Fig. 1: the clock network
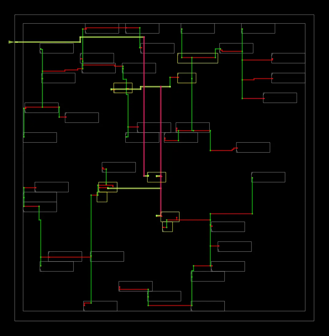
Fig. 2: signal wires on met3
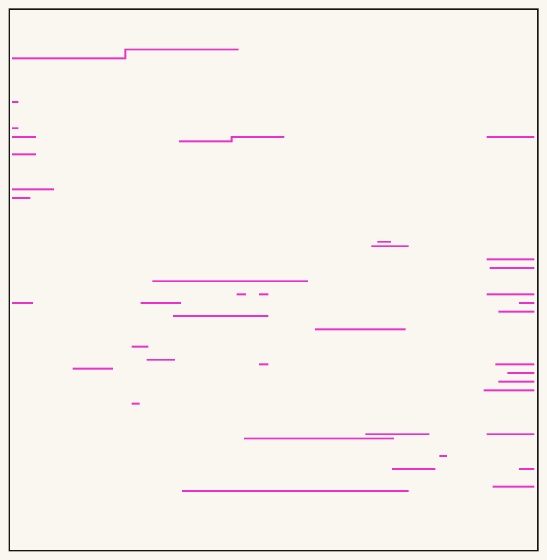
Design dma_addr_sequencer, sky130hd; sources not shown.
==> flow_metrics.env <==
# yosys + openroad results
export IMPL_status="finished with violations"
export IMPL_failed_checks="negative hold slack"
export IMPL_crit_family="AND-OR/OR-AND gates"
export IMPL_yosysCellCount=326
export IMPL_cp_slowest_cell="dfrtp_1"
export IMPL_timing_final_crit_share_pct=92.20
export IMPL_lay_top_count="dfrtp_1"
export IMPL_top_area_cell="dfrtp_1"
export IMPL_top_logic_kind="AND-OR/OR-AND gates"
export IMPL_initial_utilization_pct=48.05
export IMPL_drc_errors=0
export IMPL_edf_count=0
export IMPL_top_area_share_pct=32.46
export IMPL_final_layout_top_logic_cells="38 x dfrtp_1, 33 x nor2_1, 33 x nand2_1, 23 x o21ai_0, 23 x clkdlybuf4s50_1"
export IMPL_hold_viol_final=18
export IMPL_ys_flop_type="dfrtp_1"
export IMPL_vias_per_cell=5.717
export IMPL_adder_share_pct=9.056
export IMPL_rows=29
export IMPL_synthCells=326
export IMPL_worstSetupPathType="reg -> reg"
export IMPL_yosys_area_um2=2929
export IMPL_synth_distinct_cells=53
export IMPL_cp_num_buf_inv=2
export IMPL_drive_gt1_share_pct=12.89
export IMPL_critical_path_required_ns=3.68
export IMPL_dr_max_layer_used="met4"
export IMPL_wl_met2_um=3637
export IMPL_grt_pass1_vias=2404
export IMPL_simple_gate_area_share_pct=15.98
export IMPL_whs_ns=-0.01112
export IMPL_cp_slowest_stage_delay_ns=0.41
export IMPL_die_area_um2=6888
export IMPL_synth_async_reset_ratio_pct=100.0
export IMPL_end_kind="register"
export IMPL_grt_max_degree=39
export IMPL_final_area_um2=3410
export IMPL_ys_sh_aoi_pct=19.99
export IMPL_synthTopCellsByArea="dfrtp_1 32%, ha_1 7.7%, mux2i_1 5.8%, mux2_2 5.0%, nand2_1 4.2%"
export IMPL_hold_class="in -> async"
export IMPL_rrSetupSlack_ns=0.29
export IMPL_final_nets=390
export IMPL_wire_per_inst_um=17.00
export IMPL_syn_num_nets=360
export IMPL_ios=33
export IMPL_crit_chain="inv_1, ha_1, inv_1, ha_1, a211oi_2, nor3_2, o41ai_2, xnor2_2, nor4_1, nor3_1, a41oi_2, o31a_2"
export IMPL_grt_use_met1_pct=32.32
export IMPL_grt_usage_pct=23.35
export IMPL_wl_met3_um=303
export IMPL_die_y_um=84
export IMPL_numPortBuffers=32
export IMPL_finalMaxSlewViolations=0
export IMPL_post_cts_buffers=0
export IMPL_p_leak_nw=1.482
export IMPL_fin_tns_setup_ns=0
export IMPL_syn_area_um2=2929
export IMPL_gp_congestion=0.8681
export IMPL_syn_area_per_cell_um2=8.985
export IMPL_drt_iter0_drc=140
export IMPL_tightestPinTransition_ns=0.8939
export IMPL_syn2layout_area_growth_pct=16.40
export IMPL_place_hpwl_um=5564
export IMPL_antenna_left=0
export IMPL_setup_viol=0
export IMPL_reg2regPathDepth=12
export IMPL_ys_flops=38
export IMPL_htree_levels=2
export IMPL_maxCapViolCount=0
export IMPL_cts_hold_buffers=0
export IMPL_start_kind="register"
export IMPL_period_minus_slack_ns=3.412
export IMPL_peakVddDrop_uv=289.9
export IMPL_gr_total_overflow=0
export IMPL_wl_met1_um=3361
export IMPL_ys_seq_share_pct=32.46
export IMPL_critPathArrivalTime_ns=3.40
export IMPL_grt_pass1_wl_um=12210
export IMPL_place_area_um2=3296
export IMPL_rsz0062_at_grt="false"
export IMPL_crit_fanout=10
export IMPL_ctsRootBufferMaster="clkbuf_8"
export IMPL_post_cts_resized=0
Notes on Fig. 1 above:
Inserted Clock Buffers: 5
clock latency on the worst-skew pair: 0.30 ns
clk sinks: 38

Notes on Fig. 2 above:
The layer carries 304 um of wire. The layer holds 4.1% of the routed length. 33 nets have wire on it.
vias: 2481
GRT met3 Usage: 3.355%
WL final: 7376 um

## through the flow
| step | utilization (%) | setup slack (ns) | total power, mW | hold slack (ns) | std cells |
|---|---|---|---|---|---|
| finish | 55.93 | 0.2885 | 1.976 | -0.01112 | 434 |
| floorplan | - | 0.4089 | 1.366 | -0.1256 | 326 |
| CTS | 55.93 | 0.3127 | 1.987 | 0.03073 | 434 |
| global route | 55.93 | 0.08321 | 2.123 | 0.06781 | 434 |
| global placement | 54.06 | 0.4044 | 1.604 | 0.2677 | 426 |
| detailed placement | 54.06 | 0.3267 | 1.612 | 0.2694 | 426 |
## final cells by class
type	count	area, um^2
Clock buffer	5	68.82
Clock inverter	3	45.04
Fill cell	557	2686
Inverter	15	56.30
Multi-Input combinational cell	257	1844
Sequential cell	38	950.9
Tap cell	77	96.34
Timing Repair Buffer	39	347.8
## power breakdown
group | total [mW] | switching (mW) | leakage (nW) | internal (mW)
sequential | 0.588 | 0.0947 | 0.465 | 0.493
combinational | 1.02 | 0.590 | 0.967 | 0.430
clock | 0.367 | 0.167 | 0.0504 | 0.201
## cell usage after synthesis (2+ instances only)
master / instances
a21oi_1: 15
nor4_1: 4
a22oi_1: 8
ha_1: 18
nor3_1: 6
o41ai_2: 2
fa_1: 2
mux2_2: 13
a211oi_2: 2
clkbuf_2: 2
clkbuf_1: 10
xor2_1: 12
mux2i_1: 17
a31oi_1: 2
a22o_1: 4
a21o_1: 4
o22ai_1: 3
nand2b_1: 4
nor2_1: 33
inv_1: 15
and3_1: 2
dfrtp_1: 38
o221ai_1: 2
a32oi_1: 2
o21ai_0: 23
and4_1: 2
a211oi_1: 4
nand2_1: 33
o32ai_1: 2
buf_4: 2
o21a_1: 3
xnor2_1: 10
nand3_1: 7
No activity file was given, so power comes from the tool's default toggle rates.
